`config.mk`:
```
export PLATFORM = sky130hd
export DESIGN_NAME = divider_fu
export DESIGN_NICKNAME = d
export VERILOG_FILES = /design/src/rtl/divider_fu.sv
export SDC_FILE = /design/constraint.sdc
export NUM_CORES = 1
export LEC_CHECK = 0
export CAP_MARGIN = 40
export CORE_AREA = 2 2 195 197
export CTS_BUF_LIST = sky130_fd_sc_hd__clkbuf_16
export DETAILED_ROUTE_END_ITERATION = 6
export DIE_AREA = 0 0 197 199
export PLACE_DENSITY_LB_ADDON = 0.3
export SYNTH_ARGS = -nofsm -noshare
export SYNTH_HDL_FRONTEND = slang
export SYNTH_SLANG_ARGS = --single-unit
```
`constraint.sdc`:
```
create_clock -name clk_in -period 5.3 [get_ports clk_in]
set_clock_uncertainty 0.15 [all_clocks]
set_input_delay 1.06 -clock clk_in [delete_from_list [all_inputs] [get_ports clk_in]]
set_output_delay 1.06 -clock clk_in [all_outputs]
set_load 0.1 [all_outputs]
```
`src/rtl/divider_fu.sv`:
```
// Radix-2 restoring RV32M DIV/DIVU/REM/REMU unit: result after WIDTH+1 cycles (1 cycle for div-by-zero/overflow).
// The result is held on cdb_req_out until cdb_grant_in; dispatches are accepted only in IDLE.
module divider_fu #(
    parameter int ROB_IX = 2,
    parameter int WIDTH  = 32
) (
    input  logic              clk_in,
    input  logic              rst_in,
    input  logic              valid_in,
    input  logic [WIDTH-1:0]  rval1_in,
    input  logic [WIDTH-1:0]  rval2_in,
    input  logic [3:0]        opcode_in,
    input  logic [ROB_IX:0]   rob_ix_in,
    input  logic              cdb_grant_in,
    output logic              fu_busy_out,
    output logic              cdb_req_out,
    output logic [WIDTH-1:0]  result_out,
    output logic [ROB_IX:0]   rob_ix_out
);

    localparam int CW = (WIDTH > 1) ? $clog2(WIDTH) : 1;

    localparam logic [1:0] ST_IDLE = 2'd0;
    localparam logic [1:0] ST_CALC = 2'd1;
    localparam logic [1:0] ST_DONE = 2'd2;

    typedef struct packed {
        logic            is_rem;
        logic            neg_q;
        logic            neg_r;
        logic [ROB_IX:0] tag;
    } op_meta_t;

    logic [1:0]       state;
    logic [CW-1:0]    count;
    op_meta_t         meta;
    logic [WIDTH-1:0] prem;
    logic [WIDTH-1:0] quo;   // dividend bits shift out the top, quotient bits shift in the bottom
    logic [WIDTH-1:0] dvs;

    // Dispatch decode
    logic             is_signed;
    logic             is_rem;
    logic             a_neg;
    logic             b_neg;
    logic             div_zero;
    logic             ovf;
    logic [WIDTH-1:0] a_mag;
    logic [WIDTH-1:0] b_mag;
    logic [WIDTH-1:0] special_res;

    logic unused_opcode_hi;
    assign unused_opcode_hi = ^opcode_in[3:2];

    always_comb begin
        is_signed   = ~opcode_in[0];
        is_rem      = opcode_in[1];
        a_neg       = is_signed & rval1_in[WIDTH-1];
        b_neg       = is_signed & rval2_in[WIDTH-1];
        a_mag       = a_neg ? -rval1_in : rval1_in;
        b_mag       = b_neg ? -rval2_in : rval2_in;
        div_zero    = (rval2_in == '0);
        ovf         = is_signed & (rval1_in == {1'b1, {(WIDTH-1){1'b0}}}) & (rval2_in == '1);
        special_res = '0;
        if (div_zero)
            special_res = is_rem ? rval1_in : '1;
        else if (ovf)
            special_res = is_rem ? '0 : rval1_in;
    end

    // One restoring step on a WIDTH+1-bit partial remainder
    logic [WIDTH:0]   shifted;
    logic [WIDTH:0]   trial;
    logic             q_bit;
    logic [WIDTH-1:0] next_rem;
    logic [WIDTH-1:0] next_quo;
    logic [WIDTH-1:0] fin_res;

    always_comb begin
        shifted  = {prem, quo[WIDTH-1]};
        trial    = shifted - {1'b0, dvs};
        q_bit    = ~trial[WIDTH];
        next_rem = q_bit ? trial[WIDTH-1:0] : shifted[WIDTH-1:0];
        next_quo = {quo[WIDTH-2:0], q_bit};
        if (meta.is_rem)
            fin_res = meta.neg_r ? -next_rem : next_rem;
        else
            fin_res = meta.neg_q ? -next_quo : next_quo;
    end

    always_ff @(posedge clk_in or posedge rst_in) begin
        if (rst_in) begin
            state      <= ST_IDLE;
            count      <= '0;
            meta       <= '0;
            prem       <= '0;
            quo        <= '0;
            dvs        <= '0;
            result_out <= '0;
            rob_ix_out <= '0;
        end else begin
            case (state)
                ST_IDLE: begin
                    if (valid_in) begin
                        if (div_zero || ovf) begin
                            result_out <= special_res;
                            rob_ix_out <= rob_ix_in;
                            state      <= ST_DONE;
                        end else begin
                            meta  <= '{is_rem: is_rem, neg_q: a_neg ^ b_neg,
                                       neg_r: a_neg, tag: rob_ix_in};
                            prem  <= '0;
                            quo   <= a_mag;
                            dvs   <= b_mag;
                            count <= CW'(WIDTH - 1);
                            state <= ST_CALC;
                        end
                    end
                end
                ST_CALC: begin
                    prem  <= next_rem;
                    quo   <= next_quo;
                    count <= count - 1'b1;
                    if (count == '0) begin
                        result_out <= fin_res;
                        rob_ix_out <= meta.tag;
                        state      <= ST_DONE;
                    end
                end
                ST_DONE: begin
                    if (cdb_grant_in)
                        state <= ST_IDLE;
                end
                default: state <= ST_IDLE;
            endcase
        end
    end

    assign fu_busy_out = (state != ST_IDLE);
    assign cdb_req_out = (state == ST_DONE);

endmodule
```
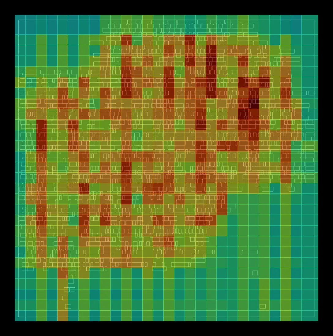
congestion_map.png
total routing resource utilization after global routing: 0.208
GRT met1 Usage: 0.288

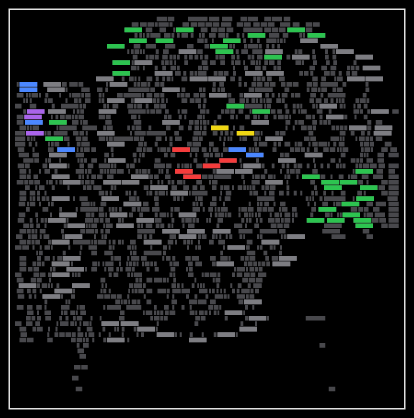
ff_map.png
Scale: 2 px per um.
- blue: meta (placed flops 6)
- yellow: state (placed flops 2)
- red: count (placed flops 5; where center)
- purple: rob_ix_out (placed flops 3)
- green: result_out (placed flops 32)

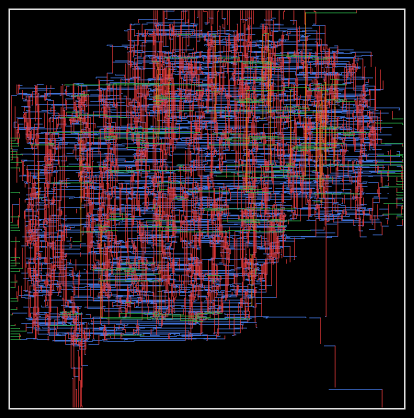
layers.png
Scale: 2 px per um.
- blue: M1 (wire length 18,700 um)
- red: M2 (wire length 18,700 um)
- green: M3 (wire length 2,390 um)
- orange: M4 (wire length 847 um)
average detailed-routed wire length per instance: 19.1 um
number of vias after detailed routing: 11,946
DRT Wirelength: 40.5 mm

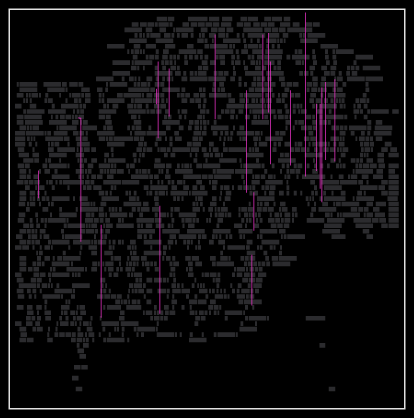
m4.png
Scale: 2 px per um.
- longest straight run: 81.6 um
- main direction: vertical
- nets with wire on the layer: 19
- share of all routed wire: 2.1%
- wire length on this layer: 847 um

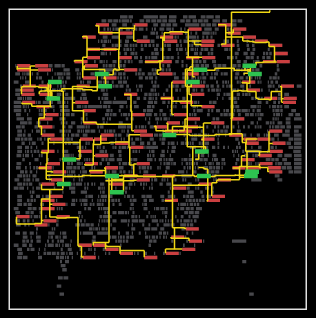
clock_wires.png
Scale: 1.5 px per um.
- yellow: clock wires (length 2,390 um)
- green: clock-net drivers (count 17)
- red: flip-flops (count 144)
- routed clock nets: 18

==> impl_summary.log <==
[metrics] run summary
[metrics] leakage power: roughly 0.0058 uW
[metrics] post-CTS setup repair buffer count: 0
[metrics] critical path class: flip-flop to flip-flop
[metrics] post-layout utilization of the core: 0.396
[metrics] final HPWL from detailed placement: 31.1 mm
[metrics] Max Fclk: ~200 MHz
[metrics] M1 wire length: 18.7 mm
[metrics] yosys synthesis warning count: 0
[metrics] Gates resized, CTS repair: 0
[metrics] Setup crit end kind: flip-flop
[metrics] area share, top type: 0.307
[metrics] Power Internal: between 5000 and 6000 uW
[metrics] number of tap cells inserted: between 400 and 500
[metrics] result of the run: completed
[metrics] post-route standard cell area excluding fillers: ~15,000 sq um
[metrics] class of the tightest hold or removal check: flip-flop to flip-flop
[metrics] worst-case setup slack after placement: about 0.36 ns
[metrics] peak fanout along the critical path: 11
[metrics] Comb power: 7880 uW
[metrics] Nets: 1,753
[metrics] count of endpoints failing hold in the final timing report: 0
[metrics] cells along the critical path: ha_1 > nand4_1 > nor4_4 > a22o_1 > a211oi_4 > o31ai_4 > xor2_4 > inv_4 > a21oi_1 > ha_1 > nand3_1 > nor2_1 > nand3_1 > o2bb2ai_1 > o41ai_1 > xor2_1 > a21oi_1 > nor2_1
[metrics] data required time of the worst path: ~5.5 ns
[metrics] synthesized cell area: 11,700 sq um
[metrics] most frequent logic cell in the layout: nand2_1
[metrics] TritonCTS Sinks: roughly 140
[metrics] maximum number of buffers from clock root to sink: 2
[metrics] top cells, area: dfrtp_1, a21oi_1, nand2_1
[metrics] count of placed standard cells including taps: 2,093
[metrics] Clock H-tree levels: 4
[metrics] and+or+nand+nor area frac: 0.191
[metrics] fraction of the core area occupied by cells at floorplan: 0.316
[metrics] total number of placement rows: roughly 71
[metrics] Final WS setup: between 0.3 and 0.4 ns
[metrics] wire length of the first global-routing pass: 63.7 mm
[metrics] total negative setup slack: 0 ns
[metrics] Sequential Power: between 2000 and 2500 uW
[metrics] largest non-sequential cell family by area: AND-OR/OR-AND gates
[metrics] register area: 3600 sq um
[metrics] slowest cell delay on critical path: 0.52 ns
[metrics] peak supply drop: about 0.00048 V
[metrics] worst slew margin relative to its limit: 0.381
[metrics] share of the clock period used by the worst path after layout: 0.931
[metrics] Critical-path top delay cell: ha_1
[metrics] final total power: ~11,000 uW
[metrics] global route hottest layer: met2
[metrics] met2 layer usage reported by global route: 0.337
[metrics] CTS Hold Bufs: 0
[metrics] Clk Latency, worst-skew pair: about 0.45 ns
[metrics] Die Ht: 199 um
[metrics] worst hold margin: 0.327 ns
[metrics] initial antenna violation count: 0
[metrics] highest routing layer actually used: met4
[metrics] detailed-routing iteration count for the pre-antenna-repair pass: 5
[metrics] filler cell count in the final layout: around 3,800
[metrics] layout overhead on the synthesized area: 25.3%
[metrics] violation tally from detailed-route iteration zero: ~1,100
[metrics] placement-stage cell area: approximately 14,000 sq um
[metrics] cell family with most CP delay: AND-OR/OR-AND gates
[metrics] ys cells: 1,511
[metrics] I/O Buffers: ~110
[metrics] share of final-layout standard cells stronger than drive strength 1: 0.0927
[metrics] synthesized chip area reported by yosys: ~12,000 sq um
[metrics] clock transition at the registers of the reported paths: around 0.070 ns
[metrics] total clock network power: about 1200 uW
[metrics] final weighted congestion in routability-driven placement: ~0.9
[metrics] Non-CTS buffers: approximately 200
[metrics] final instance count without filler cells: 2,125
[metrics] end of the worst register-to-register path: result_out[30]
[metrics] capture endpoint of the worst hold path: result_out[7]
[metrics] Setup crit start: prem[17]
[metrics] maximum number of pins on one net before global-route repair: 53
[metrics] FF-to-FF setup slack: roughly 0.36 ns
[metrics] total net switching power: 6090 uW
[metrics] cell chosen for the clock root: clkbuf_16
[metrics] total of clock buffers placed in the layout: 17
[metrics] antenna diode count: 0
[metrics] Least-Margin Pin Slew: 0.928 ns
[metrics] clock share of power: 0.109
[metrics] max-cap violations: 0
[metrics] number of global-route vias before repair: 11,333
[metrics] shortest period the worst path allows: 4.94 ns
[metrics] fraction of the mapped netlist area in adder cells: 0.0433
[metrics] met3 demand-to-capacity share in global routing: 0.0298
[metrics] area of the core: between 30,000 and 40,000 sq um
[metrics] Mux area share: 0.0270
[metrics] flop count: between 100 and 150
[metrics] multi-input combinational area share: 0.513
[metrics] number of logged tool warnings: 30
[metrics] Seq/Total Area, Yosys: 0.307
[metrics] net switching share of the total power: 0.544
[metrics] share of power burned in registers: 0.187
Power figures rest on the tool's default switching activity, not on a simulated workload.
